===== config.mk =====
export PLATFORM = sky130hd
export DESIGN_NAME = uart_tx_rx
export DESIGN_NICKNAME = d
export VERILOG_FILES = /design/src/rtl/uart_pkg.sv /design/src/rtl/uart_rx.sv /design/src/rtl/uart_tx.sv /design/src/rtl/uart_tx_rx.sv
export SDC_FILE = /design/constraint.sdc
export NUM_CORES = 1
export LEC_CHECK = 0
export ABC_AREA = 0
export CAP_MARGIN = 10
export CORE_ASPECT_RATIO = 1.2
export CORE_MARGIN = 4
export CORE_UTILIZATION = 60
export CTS_CLUSTER_DIAMETER = 30
export DETAILED_ROUTE_END_ITERATION = 6
export DONT_BUFFER_PORTS = 1
export GPL_TIMING_DRIVEN = 0
export PLACE_DENSITY = 0.87
export SYNTH_ARGS = -nofsm -noshare
export SYNTH_HDL_FRONTEND = slang
export SYNTH_SLANG_ARGS = --single-unit

===== constraint.sdc =====
create_clock -name clk -period 5.8 [get_ports clk]
set_input_delay 0.58 -clock clk [delete_from_list [all_inputs] [get_ports clk]]
set_output_delay 0.58 -clock clk [all_outputs]
set_load 0.005 [all_outputs]

===== src/rtl/uart_pkg.sv =====
// Shared UART definitions: FSM state encoding and 8N1 frame constants.
// No logic; types and constants only.
// Used by both the transmit and receive paths.
package uart_pkg;

  typedef enum logic [1:0] {
    IDLE  = 2'd0,
    START = 2'd1,
    DATA  = 2'd2,
    STOP  = 2'd3
  } state_e;

  localparam int DATA_BITS = 8;
  localparam int BIT_W     = $clog2(DATA_BITS);
  // Wide enough for the largest legal CLKS_PER_BIT (65535).
  localparam int CNT_W     = 16;

endpackage


===== src/rtl/uart_rx.sv =====
// UART 8N1 receiver with 2-flop input synchroniser and mid-bit sampling.
// Latency: byte valid the cycle after the stop bit is sampled (about 9.5 bit times after the start edge plus sync delay).
// Backpressure: none on the line; an unconsumed byte is overwritten by the next good frame (overrun).
module uart_rx
  import uart_pkg::*;
#(
  parameter int CLKS_PER_BIT = 16
) (
  input  logic                 clk,
  input  logic                 rst,
  input  logic                 rx,
  input  logic                 ready,
  output logic [DATA_BITS-1:0] data,
  output logic                 valid
);

  localparam logic [CNT_W-1:0] LAST    = CNT_W'(CLKS_PER_BIT - 1);
  localparam logic [CNT_W-1:0] HALF    = CNT_W'(CLKS_PER_BIT / 2 - 1);
  localparam logic [BIT_W-1:0] LAST_BT = BIT_W'(DATA_BITS - 1);

  state_e               state, state_nxt;
  logic [CNT_W-1:0]     cnt, cnt_nxt;
  logic [BIT_W-1:0]     bit_idx, bit_nxt;
  logic [DATA_BITS-1:0] sh, sh_nxt;
  logic [DATA_BITS-1:0] data_nxt;
  logic                 valid_nxt;
  logic                 wait_hi, wait_nxt;
  logic                 s1, s2, prev;
  logic                 load;

  // Synchronise the asynchronous line and keep one cycle of history for edge detection
  always_ff @(posedge clk or negedge rst) begin
    if (!rst) begin
      s1   <= 1'b1;
      s2   <= 1'b1;
      prev <= 1'b1;
    end else begin
      s1   <= rx;
      s2   <= s1;
      prev <= s2;
    end
  end

  // Receiver state and output registers
  always_ff @(posedge clk or negedge rst) begin
    if (!rst) begin
      state   <= IDLE;
      cnt     <= '0;
      bit_idx <= '0;
      sh      <= '0;
      wait_hi <= 1'b0;
      data    <= '0;
      valid   <= 1'b0;
    end else begin
      state   <= state_nxt;
      cnt     <= cnt_nxt;
      bit_idx <= bit_nxt;
      sh      <= sh_nxt;
      wait_hi <= wait_nxt;
      data    <= data_nxt;
      valid   <= valid_nxt;
    end
  end

  // Next-state logic; after a framing error STOP parks until the line returns high
  always_comb begin
    state_nxt = state;
    cnt_nxt   = cnt;
    bit_nxt   = bit_idx;
    sh_nxt    = sh;
    wait_nxt  = wait_hi;
    load      = 1'b0;
    case (state)
      IDLE: begin
        cnt_nxt  = '0;
        bit_nxt  = '0;
        wait_nxt = 1'b0;
        if (prev && !s2) state_nxt = START;
      end
      START: begin
        if (cnt == HALF) begin
          cnt_nxt   = '0;
          state_nxt = s2 ? IDLE : DATA;
        end else begin
          cnt_nxt = cnt + 1'b1;
        end
      end
      DATA: begin
        if (cnt == LAST) begin
          cnt_nxt = '0;
          sh_nxt  = {s2, sh[DATA_BITS-1:1]};
          if (bit_idx == LAST_BT) begin
            bit_nxt   = '0;
            state_nxt = STOP;
          end else begin
            bit_nxt = bit_idx + 1'b1;
          end
        end else begin
          cnt_nxt = cnt + 1'b1;
        end
      end
      STOP: begin
        if (wait_hi) begin
          if (s2) begin
            wait_nxt  = 1'b0;
            state_nxt = IDLE;
          end
        end else if (cnt == LAST) begin
          cnt_nxt = '0;
          if (s2) begin
            load      = 1'b1;
            state_nxt = IDLE;
          end else begin
            wait_nxt = 1'b1;
          end
        end else begin
          cnt_nxt = cnt + 1'b1;
        end
      end
      default: state_nxt = IDLE;
    endcase
  end

  // Output handshake: a completing frame wins over a same-cycle consume
  always_comb begin
    data_nxt  = data;
    valid_nxt = valid;
    if (load) begin
      data_nxt  = sh;
      valid_nxt = 1'b1;
    end else if (valid && ready) begin
      valid_nxt = 1'b0;
    end
  end

endmodule


===== src/rtl/uart_tx.sv =====
// UART 8N1 transmitter: serialises one byte per frame, LSB first.
// Latency: line goes low the cycle after acceptance; ready returns 10*CLKS_PER_BIT cycles later.
// Backpressure: ready is high only in IDLE; the byte is captured at acceptance and input changes are ignored until then.
module uart_tx
  import uart_pkg::*;
#(
  parameter int CLKS_PER_BIT = 16
) (
  input  logic                 clk,
  input  logic                 rst,
  input  logic [DATA_BITS-1:0] data,
  input  logic                 valid,
  output logic                 ready,
  output logic                 tx
);

  localparam logic [CNT_W-1:0] LAST    = CNT_W'(CLKS_PER_BIT - 1);
  localparam logic [BIT_W-1:0] LAST_BT = BIT_W'(DATA_BITS - 1);

  state_e               state, state_nxt;
  logic [CNT_W-1:0]     cnt, cnt_nxt;
  logic [BIT_W-1:0]     bit_idx, bit_nxt;
  logic [DATA_BITS-1:0] sh, sh_nxt;
  logic                 tx_nxt;
  logic                 live;
  logic                 bit_done;

  // ready is held low during reset and only rises once the first clock edge after release has been seen
  assign ready    = live && (state == IDLE);
  assign bit_done = (cnt == LAST);

  // State, counters, shift register and registered line output
  always_ff @(posedge clk or negedge rst) begin
    if (!rst) begin
      state   <= IDLE;
      cnt     <= '0;
      bit_idx <= '0;
      sh      <= '0;
      tx      <= 1'b1;
      live    <= 1'b0;
    end else begin
      state   <= state_nxt;
      cnt     <= cnt_nxt;
      bit_idx <= bit_nxt;
      sh      <= sh_nxt;
      tx      <= tx_nxt;
      live    <= 1'b1;
    end
  end

  // Next-state and next line value; each state holds for CLKS_PER_BIT cycles
  always_comb begin
    state_nxt = state;
    cnt_nxt   = cnt;
    bit_nxt   = bit_idx;
    sh_nxt    = sh;
    tx_nxt    = tx;
    case (state)
      IDLE: begin
        tx_nxt  = 1'b1;
        cnt_nxt = '0;
        bit_nxt = '0;
        if (valid && ready) begin
          state_nxt = START;
          sh_nxt    = data;
          tx_nxt    = 1'b0;
        end
      end
      START: begin
        if (bit_done) begin
          cnt_nxt   = '0;
          state_nxt = DATA;
          tx_nxt    = sh[0];
        end else begin
          cnt_nxt = cnt + 1'b1;
        end
      end
      DATA: begin
        if (bit_done) begin
          cnt_nxt = '0;
          if (bit_idx == LAST_BT) begin
            state_nxt = STOP;
            bit_nxt   = '0;
            tx_nxt    = 1'b1;
          end else begin
            bit_nxt = bit_idx + 1'b1;
            sh_nxt  = {1'b0, sh[DATA_BITS-1:1]};
            tx_nxt  = sh[1];
          end
        end else begin
          cnt_nxt = cnt + 1'b1;
        end
      end
      STOP: begin
        if (bit_done) begin
          cnt_nxt   = '0;
          state_nxt = IDLE;
        end else begin
          cnt_nxt = cnt + 1'b1;
        end
      end
      default: state_nxt = IDLE;
    endcase
  end

endmodule


===== src/rtl/uart_tx_rx.sv =====
// UART 8N1 transceiver: independent transmitter and receiver sharing one bit rate.
// Latency: see uart_tx / uart_rx; the two paths do not interact.
// Backpressure: tx_out__ready gates byte acceptance; the receive side overwrites on overrun.
module uart_tx_rx
  import uart_pkg::*;
#(
  parameter int CLKS_PER_BIT = 16
) (
  input  logic                 clk,
  input  logic                 rst,
  input  logic [DATA_BITS-1:0] tx_in__data,
  input  logic                 tx_in__valid,
  output logic                 tx_out__ready,
  output logic                 tx_out__tx,
  input  logic                 rx_in__rx,
  input  logic                 rx_in__ready,
  output logic [DATA_BITS-1:0] rx_out__data,
  output logic                 rx_out__valid
);

  uart_tx #(.CLKS_PER_BIT(CLKS_PER_BIT)) u_tx (
    .clk   (clk),
    .rst   (rst),
    .data  (tx_in__data),
    .valid (tx_in__valid),
    .ready (tx_out__ready),
    .tx    (tx_out__tx)
  );

  uart_rx #(.CLKS_PER_BIT(CLKS_PER_BIT)) u_rx (
    .clk   (clk),
    .rst   (rst),
    .rx    (rx_in__rx),
    .ready (rx_in__ready),
    .data  (rx_out__data),
    .valid (rx_out__valid)
  );

endmodule


Clock routing:
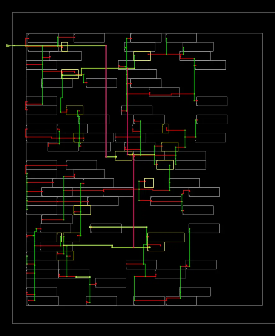
CLK BUF: 11
Clk power: 392 uW
registers: 73
clock skew: 12.8 ps

Cell classes on the final placement:
Drawn at 3 px/um.
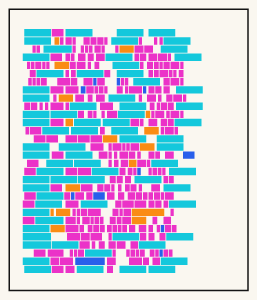
clock drivers and dummy loads: drawn in orange, cells 16, share of their area 5.1%. remaining logic cells: drawn in magenta, cells 271, share of their area 45%. sequential cells: drawn in cyan, cells 73, share of their area 47%. remaining buffers and delay cells: drawn in blue, cells 11, share of their area 2.1%.
Row Count: 30
final core utilization: 0.686
final instance area: 3970 sq um
area of the core: 5780 sq um

==> results.txt <==
flow finished, numbers: crit-path cells=inv_1 -> ha_1 -> clkbuf_1 -> nor3_1 -> nor2_1 -> o21ai_2 -> nand2b_1 -> o311ai_0, first-pass GRT wire length=around 12,000 um, Worst Path Arrival=between 2000 and 3000 ps, status=completed, largest net degree at the start of global routing=about 70, Top Layer Used=met4, CTS max path bufs=2, Iteration-0 DRC Markers=approximately 140, Chip Area, Yosys=between 3000 and 4000 sq um, setup violators final=0, xor/xnor share=0.0458, Worst Reg-to-Reg Cells=8, Place WS=about 3200 ps, metal3 WL=approximately 350 um, tool warning count=33, Post-synth EDFFs=0, Dominant comb cell=simple AND/OR/NAND/NOR gates, Period minus WS final=between 2000 and 3000 ps, Crit Reg-Reg Startpoint=u_rx.state[0]$_DFFE_PN0P_, met1 wire length=just over 3000 um, Synth mux share=0.0712, DRT antenna net count=0, Post-synth seq share=0.504, most used flip-flop cell=dfrtp_1, CP Capture Type=register, io pins=24, initial antenna violation count=0, Sw Pwr=441 uW, Critical Path RT=6030 ps, Die Y=93.3 um, reg2reg setup slack=~3100 ps, final layout net count=a little under 400, critical path class=reg2reg, synth unique cells=around 46, CP top delay family=simple AND/OR/NAND/NOR gates, final setup margin=approximately 3100 ps, crit-path max FO=10, synthesized instance count=approximately 350, layout cell share with drive strength beyond 1=0.137, crit-path max cell delay=about 480 ps, RSZ-0062 raised after global routing=false, Compound Share, Synth=0.0926, Residual DRC=0, GP Congestion=0.848, total gr overflow=0, mapped cell area=3640 sq um, Seq pwr share=0.461, ys flops=about 73, sequential power=628 uW, Comb power=342 uW, clock slew at reported path FFs=approximately 80 ps, Filler cells=about 400, Total Wirelength=roughly 7000 um, wire per inst=about 16 um, max frequency=approximately 0.37 GHz, Mapped Avg Cell Area=10.3 sq um, Peak VDD IR=slightly above 0.3 mV, Adders+Majority by Area=0.0516, Tot GR Track Use=0.207, placed cell area=3740 sq um, largest area contributor in the netlist=dfrtp_1, Setup crit end=u_rx.cnt[9]$_DFFE_PN0P_, cts bufs inserted=9, setup_tns=0 ps, Die W=79.1 um, Worst setup SP type=register, met2 routed WL=3540 um, maxcap violations=0, critical path depth in cells=8, PostCTS Resize Cnt=0, CTS tree=yes, Setup crit start=u_rx.state[0]$_DFFE_PN0P_, Tcrit/Tclk final=0.460, post-DR vias/cell=5.92, worst r2r dst=u_rx.cnt[9]$_DFFE_PN0P_
==> flip-flops by register name, indices dropped and copies added, names as in the netlist, 2 cells and up, named ones only <==
| name | flops |
|---|---|
| u_rx.cnt | 16 |
| u_tx.cnt | 16 |
| u_rx.data | 8 |
| u_rx.sh | 8 |
| u_tx.sh | 8 |
| u_rx.bit_idx | 3 |
| u_tx.bit_idx | 3 |
| u_tx.state | 2 |
==> area by class of cell <==
type / instances / area (sq um) / area share
sequential: 73 / 1830 / 0.462
multi-input combinational: 261 / 1720 / 0.433
clock buffer: 11 / 141 / 0.0357
tap: 80 / 100 / 0.0252
clock inverter: 5 / 55.1 / 0.0139
buffer: 9 / 48.8 / 0.0123
inverter: 10 / 37.5 / 0.00947
timing repair buffer: 2 / 32.5 / 0.00820
Power figures rest on the tool's default switching activity, not on a simulated workload.
